<file path="src/rtl/float_divider_bf16.sv">
// Sequential bf16 divider, y = a / b, restoring mantissa division at one quotient bit per clock.
// An operation starts on reset release; operands must be held stable until is_output_valid.
// Ports:
//   clock            rising-edge clock
//   reset            asynchronous, active-low clear; a fresh operation starts on release
//   a, b             dividend / divisor {sign, exponent, mantissa}
//   y                registered quotient, valid while is_output_valid is high
//   is_output_valid  high once y holds the final result, held until the next reset
module float_divider_bf16 #(
    parameter int unsigned EXP_WIDTH  = 8,
    parameter int unsigned MANT_WIDTH = 7,
    parameter int unsigned BIAS       = 127
) (
    input  logic                            clock,
    input  logic                            reset,
    input  logic [EXP_WIDTH+MANT_WIDTH:0]   a,
    input  logic [EXP_WIDTH+MANT_WIDTH:0]   b,
    output logic [EXP_WIDTH+MANT_WIDTH:0]   y,
    output logic                            is_output_valid
);

    localparam int unsigned W       = 1 + EXP_WIDTH + MANT_WIDTH;
    localparam int unsigned XW      = EXP_WIDTH + 2;
    localparam int unsigned QW      = MANT_WIDTH + 3;
    localparam int unsigned RW      = MANT_WIDTH + 2;
    localparam int unsigned CW      = $clog2(QW + 1);
    localparam int unsigned EXP_MAX = (1 << EXP_WIDTH) - 1;
    localparam logic [W-1:0] QNAN   = {1'b0, {EXP_WIDTH{1'b1}}, 1'b1, {(MANT_WIDTH-1){1'b0}}};

    typedef enum logic [1:0] {S_LOAD, S_DIVIDE, S_ROUND, S_DONE} state_t;

    state_t                  state, state_next;
    logic                    sign_q, sign_next;
    logic signed [XW-1:0]    exp_q, exp_next;
    logic [MANT_WIDTH:0]     div_q, div_next;
    logic [RW-1:0]           rem_q, rem_next;
    logic [QW-1:0]           quo_q, quo_next;
    logic [CW-1:0]           cnt_q, cnt_next;
    logic [W-1:0]            special_q, special_next;
    logic [W-1:0]            y_next;
    logic                    valid_next;

    // Operand fields and classification (subnormals count as zero)
    logic                    sa, sb;
    logic [EXP_WIDTH-1:0]    ea, eb;
    logic [MANT_WIDTH-1:0]   ma, mb;
    logic                    a_zero, b_zero, a_inf, b_inf, is_nan;

    assign {sa, ea, ma} = a;
    assign {sb, eb, mb} = b;
    assign a_zero = (ea == '0);
    assign b_zero = (eb == '0);
    assign a_inf  = (&ea) && (ma == '0);
    assign b_inf  = (&eb) && (mb == '0);
    assign is_nan = ((&ea) && (ma != '0)) || ((&eb) && (mb != '0)) ||
                    (a_zero && b_zero) || (a_inf && b_inf);

    // Datapath temporaries
    logic                    ge;
    logic [MANT_WIDTH:0]     trial, rem_sel;
    logic [MANT_WIDTH-1:0]   mant;
    logic                    guard, sticky;
    logic [MANT_WIDTH:0]     mant_sum;
    logic signed [XW-1:0]    exp_adj, exp_fin;

    // State and datapath registers
    always_ff @(posedge clock or negedge reset) begin
        if (!reset) begin
            state           <= S_LOAD;
            sign_q          <= 1'b0;
            exp_q           <= '0;
            div_q           <= '0;
            rem_q           <= '0;
            quo_q           <= '0;
            cnt_q           <= '0;
            special_q       <= '0;
            y               <= '0;
            is_output_valid <= 1'b0;
        end else begin
            state           <= state_next;
            sign_q          <= sign_next;
            exp_q           <= exp_next;
            div_q           <= div_next;
            rem_q           <= rem_next;
            quo_q           <= quo_next;
            cnt_q           <= cnt_next;
            special_q       <= special_next;
            y               <= y_next;
            is_output_valid <= valid_next;
        end
    end

    // Next-state and next-datapath logic
    always_comb begin
        state_next   = state;
        sign_next    = sign_q;
        exp_next     = exp_q;
        div_next     = div_q;
        rem_next     = rem_q;
        quo_next     = quo_q;
        cnt_next     = cnt_q;
        special_next = special_q;
        y_next       = y;
        valid_next   = is_output_valid;
        ge           = 1'b0;
        trial        = '0;
        rem_sel      = '0;
        mant         = '0;
        guard        = 1'b0;
        sticky       = 1'b0;
        mant_sum     = '0;
        exp_adj      = '0;
        exp_fin      = '0;

        case (state)
            S_LOAD: begin
                sign_next = sa ^ sb;
                exp_next  = $signed({2'b00, ea}) - $signed({2'b00, eb}) + $signed(XW'(BIAS));
                div_next  = {1'b1, mb};
                rem_next  = RW'({1'b1, ma});
                quo_next  = '0;
                cnt_next  = '0;
                if (is_nan) begin
                    special_next = QNAN;
                    state_next   = S_DONE;
                end else if (b_zero || a_inf) begin
                    special_next = {sa ^ sb, {EXP_WIDTH{1'b1}}, {MANT_WIDTH{1'b0}}};
                    state_next   = S_DONE;
                end else if (a_zero || b_inf) begin
                    special_next = {sa ^ sb, {(W-1){1'b0}}};
                    state_next   = S_DONE;
                end else begin
                    state_next = S_DIVIDE;
                end
            end

            // One restoring step: remainder stays below the divisor, so the shift never overflows
            S_DIVIDE: begin
                ge       = (rem_q >= RW'(div_q));
                trial    = rem_q[RW-2:0] - div_q;
                rem_sel  = ge ? trial : rem_q[RW-2:0];
                rem_next = {rem_sel, 1'b0};
                quo_next = {quo_q[QW-2:0], ge};
                cnt_next = cnt_q + CW'(1);
                if (cnt_q == CW'(QW - 1)) begin
                    state_next = S_ROUND;
                end
            end

            // Normalize, round to nearest even, then saturate or flush
            S_ROUND: begin
                if (quo_q[QW-1]) begin
                    mant    = quo_q[QW-2:2];
                    guard   = quo_q[1];
                    sticky  = quo_q[0] || (rem_q != '0);
                    exp_adj = exp_q;
                end else begin
                    mant    = quo_q[QW-3:1];
                    guard   = quo_q[0];
                    sticky  = (rem_q != '0);
                    exp_adj = exp_q - XW'(1);
                end
                mant_sum = {1'b0, mant} + (MANT_WIDTH+1)'(guard && (sticky || mant[0]));
                exp_fin  = exp_adj + XW'(mant_sum[MANT_WIDTH]);
                if (!exp_fin[XW-1] && (exp_fin[XW-2:0] >= (XW-1)'(EXP_MAX))) begin
                    y_next = {sign_q, {EXP_WIDTH{1'b1}}, {MANT_WIDTH{1'b0}}};
                end else if (exp_fin[XW-1] || (exp_fin == '0)) begin
                    y_next = {sign_q, {(W-1){1'b0}}};
                end else begin
                    y_next = {sign_q, exp_fin[EXP_WIDTH-1:0], mant_sum[MANT_WIDTH-1:0]};
                end
                valid_next = 1'b1;
                state_next = S_DONE;
            end

            // Special results surface one edge after LOAD; afterwards hold everything
            S_DONE: begin
                if (!is_output_valid) begin
                    y_next     = special_q;
                    valid_next = 1'b1;
                end
            end

            default: state_next = S_LOAD;
        endcase
    end

endmodule

</file>
<file path="config.mk">
export PLATFORM = sky130hd
export DESIGN_NAME = float_divider_bf16
export DESIGN_NICKNAME = d
export VERILOG_FILES = /design/src/rtl/float_divider_bf16.sv
export SDC_FILE = /design/constraint.sdc
export NUM_CORES = 1
export LEC_CHECK = 0
export ABC_AREA = 1
export ABC_CLOCK_PERIOD_IN_PS = 7590
export CORE_ASPECT_RATIO = 1.1
export CORE_UTILIZATION = 40
export CTS_BUF_LIST = sky130_fd_sc_hd__clkbuf_16
export DETAILED_ROUTE_END_ITERATION = 12
export HOLD_SLACK_MARGIN = 0.08
export PLACE_DENSITY = 0.65
export SLEW_MARGIN = 20
export SYNTH_ARGS = -nofsm -noshare
export SYNTH_HDL_FRONTEND = slang
export SYNTH_SLANG_ARGS = --single-unit
</file>
<file path="constraint.sdc">
create_clock -name clock -period 7.59 [get_ports clock]
set_input_delay 1.1385 -clock clock [delete_from_list [all_inputs] [get_ports clock]]
set_output_delay 1.1385 -clock clock [all_outputs]
set_load 0.01 [all_outputs]
</file>
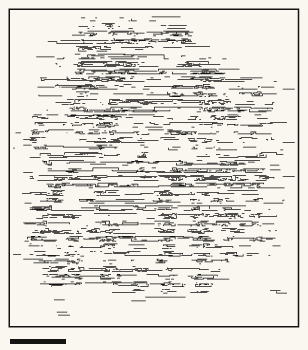
**Above:** signal wires on met1.
Bar = 20 um.
longest straight run: 24.4 um
share of all routed wire: 46%
nets with wire on the layer: 644
met1 global-route usage: 0.237
sum of routed wire length over all layers: 9.99 mm

==> impl.org <==
#+TITLE: Physical design notes

** Cells and area
- Antenna cells :: 0
- Post-layout instance area :: around 5400 um2
- Fill cells in the final layout number about 1,100.
- Per the layout area report, the register area comes to around 1600 um2.
- In the final layout, the share of cells above drive strength 1 is 0.0814.
- The area taken by multi-input combinational cells is reported as roughly 2500 um2.

** Hold path
- For the worst min-delay path, the startpoint reported by OpenROAD is div_q[7]$_DFFE_PN0P_.

** Yosys
- After technology mapping, the gate count stands at a little over 600.
- The synthesis log from Yosys contains 0 warnings.
- Synthesis produced a netlist with a net count of 672.
- Per Yosys stat, the portion of area used by sequential elements is 0.356.
- Flops out of synthesis :: 64

** Die
- Measured along the y axis, the die boundary spans roughly 110 um.
- In this run the full chip footprint comes out at about 12,000 um2.

** Status
- Status :: complete, no violations

** STA
- Unrepaired setup endpoints after global routing :: false
- For reference, the final report shows the max-slew violation count at 0.
- Setup violators final :: 0

** Setup path
- Counting stages on the worst path, the most repeated cell is nand2_1.
- Launching element of the worst setup path :: quo_q[9]$_DFFE_PN0P_
- Number of cells on the critical path :: 19

** Global routing
- The first global-routing pass estimated 17.2 mm of wire.

** Clock tree
- Clock tree synthesis inserted a total of 9 buffers.
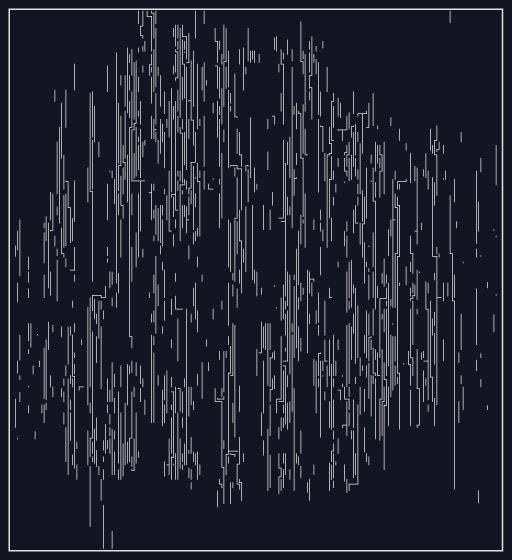
**Above:** metal 2.
wire length on this layer: 4,810 um
main direction: vertical
longest straight run: 48.3 um
share of all routed wire: 48%
grt met2 use: 0.317
Vias: 4,053

## worst min-delay path by stage
stage	endpoint	slack, ps	cells past startpoint
2_1_floorplan	div_q[7]$_DFFE_PN0P_	420	2
5_1_grt	div_q[7]$_DFFE_PN0P_	470	2
4_1_cts	div_q[7]$_DFFE_PN0P_	450	2
6_report	div_q[7]$_DFFE_PN0P_	440	2
3_5_place_dp	div_q[7]$_DFFE_PN0P_	440	2
3_3_place_gp	div_q[7]$_DFFE_PN0P_	440	2
## worst register-to-register path, cell delays in order, from the launching register on
cell and delay, ps:
dfrtp_1 710, o21ai_0 220, nor2_1 220, nand2_1 100, nor2_1 130, nand2_1 100, nor3b_1 210, ha_1 210
ha_1 260, or2_2 280, a21oi_1 110, nand2_1 70, nor2_1 100, nand3_1 130, nor2_4 140, nand2_1 80
nand2_1 70, inv_2 70, nand2_1 70, nand3_1 70
## report_power, final
group	switching, uW	internal, uW
logic	690	421
registers	105	479
clock network	159	288
## state kept, by name, indices dropped and copies added, names as in the netlist
signal,cells
quo_q,10
div_q,8
sign_q,1
cnt_q,4
special_q,3
rem_q,9
state,2
y,16
is_output_valid,1
exp_q,10
## per-stage QoR
step	power [uW]	setup WS (ps)	util	cells
2_1_floorplan	1410	4560	-	608
3_3_place_gp	1660	4010	0.470	794
3_5_place_dp	1700	3850	0.470	794
4_1_cts	2150	4130	0.499	810
5_1_grt	2340	3780	0.499	810
6_report	2140	4130	0.499	810
## metal layers
metal	vias up	global-route usage	part of all wire	wire length (um)
li1	2104	-	-	-
met1	1862	0.237	0.46	4640
met2	77	0.317	0.48	4810
met3	10	0.0371	0.039	394
met4	0	0.0620	0.014	140
met5	-	0	0	0
## cell type report
| cell class | count | share of cell area |
|---|---|---|
| clock buffer | 9 | 0.0413 |
| clock inverter | 7 | 0.0175 |
| inverter | 93 | 0.0645 |
| multi-input combinational | 439 | 0.457 |
| sequential | 64 | 0.294 |
| tap | 147 | 0.0338 |
| timing repair buffer | 51 | 0.0923 |
## kinds of logic (layout without fill, tap and decap cells)
family                   Yosys count  after routing  share of synthesized area
AND-OR/OR-AND                    119            119                      0.150
XOR/XNOR                          20             20                     0.0406
adder cells (fa/ha/maj)           30             30                     0.0869
buffers and inverters            105            160                     0.0902
flip-flops                        64             64                      0.356
AND/OR/NAND/NOR                  270            270                      0.276
## cells in the mapped netlist, types with 2 or more instances
cell      number
o21bai_1       2
nand2_1      126
inv_1         87
o22ai_1       12
nand2_2        8
a31oi_1        2
nand3_2        2
a21oi_1       40
or2_2          2
nor2_1        52
o21ai_0       51
nand3b_1       4
dfrtp_1       64
nand2_4        3
a22oi_1        3
nor2_2        11
nor3_1         4
clkbuf_1      10
nor4_1         7
xnor2_1        7
nand4_1       15
nand3_1       32
xor2_1        12
ha_1          28
fa_1           2
inv_2          4
Power figures rest on the tool's default switching activity, not on a simulated workload.
